File: config.mk
export PLATFORM = sky130hd
export DESIGN_NAME = error_delimiter
export DESIGN_NICKNAME = d
export VERILOG_FILES = /design/src/rtl/can_error_pkg.sv /design/src/rtl/error_delimiter.sv
export SDC_FILE = /design/constraint.sdc
export NUM_CORES = 1
export LEC_CHECK = 0
export ABC_AREA = 1
export CAP_MARGIN = 20
export CORE_MARGIN = 2
export CORE_UTILIZATION = 50
export CTS_CLUSTER_SIZE = 12
export DETAILED_ROUTE_END_ITERATION = 10
export HOLD_SLACK_MARGIN = 0.06
export PLACE_DENSITY = 0.77
export SYNTH_ARGS = -nofsm -noshare
export SYNTH_HDL_FRONTEND = slang
export SYNTH_SLANG_ARGS = --single-unit
File: constraint.sdc
create_clock -name clock -period 1.7 [get_ports clock]
set_input_delay 0.51 -clock clock [delete_from_list [all_inputs] [get_ports clock]]
set_output_delay 0.51 -clock clock [all_outputs]
set_load 0.05 [all_outputs]
File: src/rtl/can_error_pkg.sv
// Shared definitions for the CAN error-frame stages (error flag, error delimiter).
// State encoding and frame-length constants live here so both stages agree on them.
package can_error_pkg;

  typedef enum logic [1:0] {
    IDLE           = 2'd0,
    WAIT_RECESSIVE = 2'd1,
    DELIMITER      = 2'd2,
    COMPLETE       = 2'd3
  } delim_state_t;

  localparam int DELIM_LEN   = 8;
  localparam int DOM_SEQ_LEN = 8;

  // Sized "last value" forms so the counter compares need no width casts.
  localparam logic [3:0] DELIM_LAST   = 4'(DELIM_LEN - 1);
  localparam logic [2:0] DOM_SEQ_LAST = 3'(DOM_SEQ_LEN - 1);

endpackage

File: src/rtl/error_delimiter.sv
// CAN error delimiter: after an error flag, waits for the bus to go recessive
// and then counts eight recessive bits.
module error_delimiter
  import can_error_pkg::*;
(
  input  logic       clock,
  input  logic       reset,
  input  logic       enable,
  input  logic       sample_point,
  input  logic       error_flag_complete,
  input  logic       rx_bit,
  output logic       delimiter_bit,
  output logic [3:0] bit_counter,
  output logic       busy,
  output logic       dominant_seq_8,
  output logic       delimiter_form_error,
  output logic       delimiter_complete
);

  delim_state_t state, state_next;
  logic [3:0]   bit_counter_next;
  logic [2:0]   dom_count, dom_count_next;
  logic         dominant_seq_8_next;
  logic         form_error_next;
  logic         complete_next;

  // The delimiter is always transmitted recessive; this stage only listens.
  assign delimiter_bit = 1'b1;

  always_comb begin
    // NOTE: every variable gets a default first so no path leaves one unassigned (no latches).
    state_next          = state;
    bit_counter_next    = bit_counter;
    dom_count_next      = dom_count;
    dominant_seq_8_next = 1'b0;
    form_error_next     = 1'b0;
    complete_next       = 1'b0;

    unique case (state)
      IDLE: begin
        // A sample_point coinciding with the start strobe is deliberately dropped.
        if (error_flag_complete) begin
          state_next       = WAIT_RECESSIVE;
          bit_counter_next = 4'd0;
          dom_count_next   = 3'd0;
        end
      end

      WAIT_RECESSIVE: begin
        if (sample_point) begin
          if (rx_bit) begin
            bit_counter_next = 4'd1;
            state_next       = DELIMITER;
          end else begin
            dom_count_next      = dom_count + 3'd1;
            dominant_seq_8_next = (dom_count == DOM_SEQ_LAST);
          end
        end
      end

      DELIMITER: begin
        if (sample_point) begin
          if (rx_bit) begin
            bit_counter_next = bit_counter + 4'd1;
            if (bit_counter == DELIM_LAST) begin
              state_next    = COMPLETE;
              complete_next = 1'b1;
            end
          end else begin
            form_error_next  = 1'b1;
            bit_counter_next = 4'd0;
            state_next       = IDLE;
          end
        end
      end

      COMPLETE: begin
        state_next       = IDLE;
        bit_counter_next = 4'd0;
      end

      default: state_next = IDLE;
    endcase
  end

  // NOTE: sequential state uses non-blocking assignments so all flops update together.
  always_ff @(posedge clock or posedge reset) begin
    if (reset) begin
      state                <= IDLE;
      bit_counter          <= 4'd0;
      dom_count            <= 3'd0;
      busy                 <= 1'b0;
      dominant_seq_8       <= 1'b0;
      delimiter_form_error <= 1'b0;
      delimiter_complete   <= 1'b0;
    end else if (!enable) begin
      state                <= IDLE;
      bit_counter          <= 4'd0;
      dom_count            <= 3'd0;
      busy                 <= 1'b0;
      dominant_seq_8       <= 1'b0;
      delimiter_form_error <= 1'b0;
      delimiter_complete   <= 1'b0;
    end else begin
      state                <= state_next;
      bit_counter          <= bit_counter_next;
      dom_count            <= dom_count_next;
      busy                 <= (state_next != IDLE);
      dominant_seq_8       <= dominant_seq_8_next;
      delimiter_form_error <= form_error_next;
      delimiter_complete   <= complete_next;
    end
  end

endmodule

==> results.txt <==
Combinational power share - 24.4%
Hold wc startpoint - dom_count[1]$_DFFE_PP0P_
Syn Area/Cell - 7.81 um2
WL/cell - 11.8 um
CP max FO - 3
Seq pwr - 0.333 mW
Init Core Util - 53.4%
GR Overflow Total - 0
TritonRoute pass-1 iters - 4
Most numerous logic cell after layout - nand2_1
Top cells, area - dfrtp_1 (40%), nand2_1 (11%), ha_1 (9.3%)
Clk slew on worst S/H paths - 0.08 ns
Run status - completed
XOR/XNOR Area Share - 0%
Top class by area - logic gates
Worst min path class - reg2reg
Post-cts hold buffer count - 0
Fin crit period - 1.52 ns
Int Pwr - 0.482 mW
Synth Instances - 103
Drt via density - 4.99
Non-clock buffer share - 23.2%
Most instantiated logic cells after routing - nand2_1 (23), inv_1 (13), dfrtp_1 (13)
Clock tree cell share of total cell area - 2.39%
Most instantiated cells after synthesis - nand2_1 (23), dfrtp_1 (13), inv_1 (13)
GP Congestion - 0.942
Final period util - 89.5%
Sw Share - 31.4%
# clock sinks - 13
Chip height - 44.1 um
Worst skew pair latency - 0.28 ns
Final layout net count - 138
Largest power group - registers
Pin count of the biggest net entering global routing - 14
Flop2flop setup slack - 0.23 ns
Share of power burned in registers - 47.3%
Critical Path Start - rx_bit
Post-synthesis cell area - 805 um2
Worst hold stages - 2
Synth Area in Compound Gates - 7.78%
CP Launch Type - input pin
[metal layers]
layer	wire length, um	vias up
met2	817	16
met5	0	-
met3	76	7
met1	716	315
met4	54	0
li1	-	366
[per-stage QoR]
stage                     area [um2]  setup WS (ns)  hold WS [ns]  cells  util, %
final                           1100          0.179         0.509    141     72.9
after detailed placement        1070         -0.110         0.493    137     71.2
after CTS                       1100          0.196         0.511    141     72.9
after global placement          1070        -0.0931         0.478    137     71.2
after floorplan                  805          0.214         0.387    103        -
after global routing            1100         0.0517         0.534    141     72.9
[flip-flops by register name (all words and copies together), names as in the netlist]
signal	flops
bit_counter	4
dom_count	3
state	2
busy	1
delimiter_complete	1
delimiter_form_error	1
dominant_seq_8	1
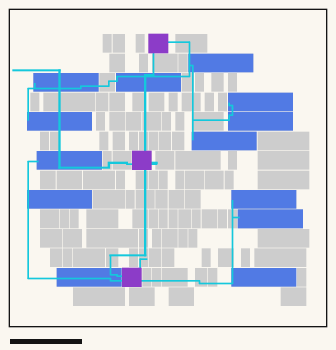
(images/clk_routes.png)
Bar = 10 um.
[clock drivers] purple | count: 3
[clock wires] cyan | length: 196 um
[flip-flops] blue | count: 13
routed clock nets: 4

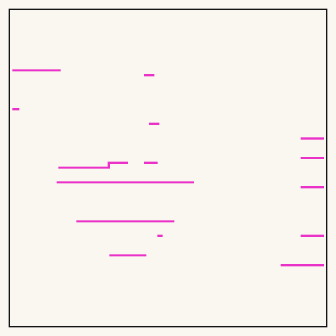
(images/layer_met3.png)
longest straight run: 18.9 um
share of all routed wire: 4.6%
main direction: horizontal
via count: 704
final WL: 1660 um

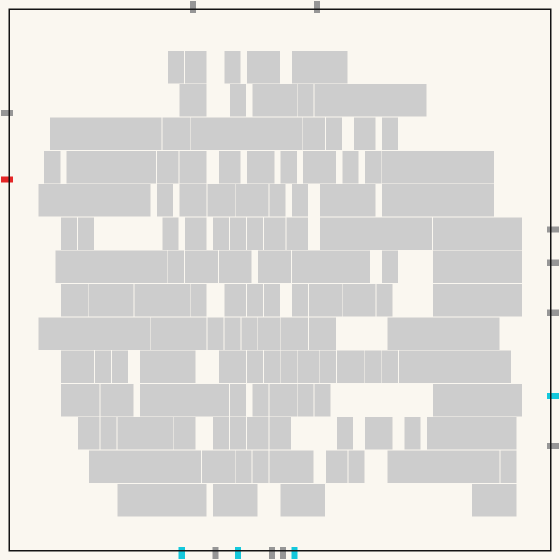
(images/io_placement.png)
Pins as bars across the die edge, other pins in grey.
| port | colour | pins | direction | edge |
|---|---|---|---|---|
| `busy` | red | 1 | output | left |
| `bit_counter` | cyan | 4 | output | 3 bottom, 1 right |

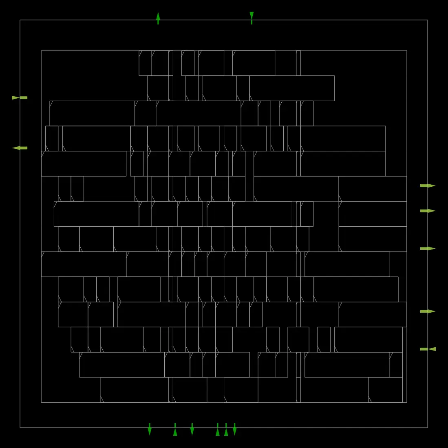
(images/placement.png)
Seq/total area: 29.6%
seq_cells: 13
Rows: 14
FILL cells: 103
Placeable Area: 1510 um2

No activity file was given, so power comes from the tool's default toggle rates.
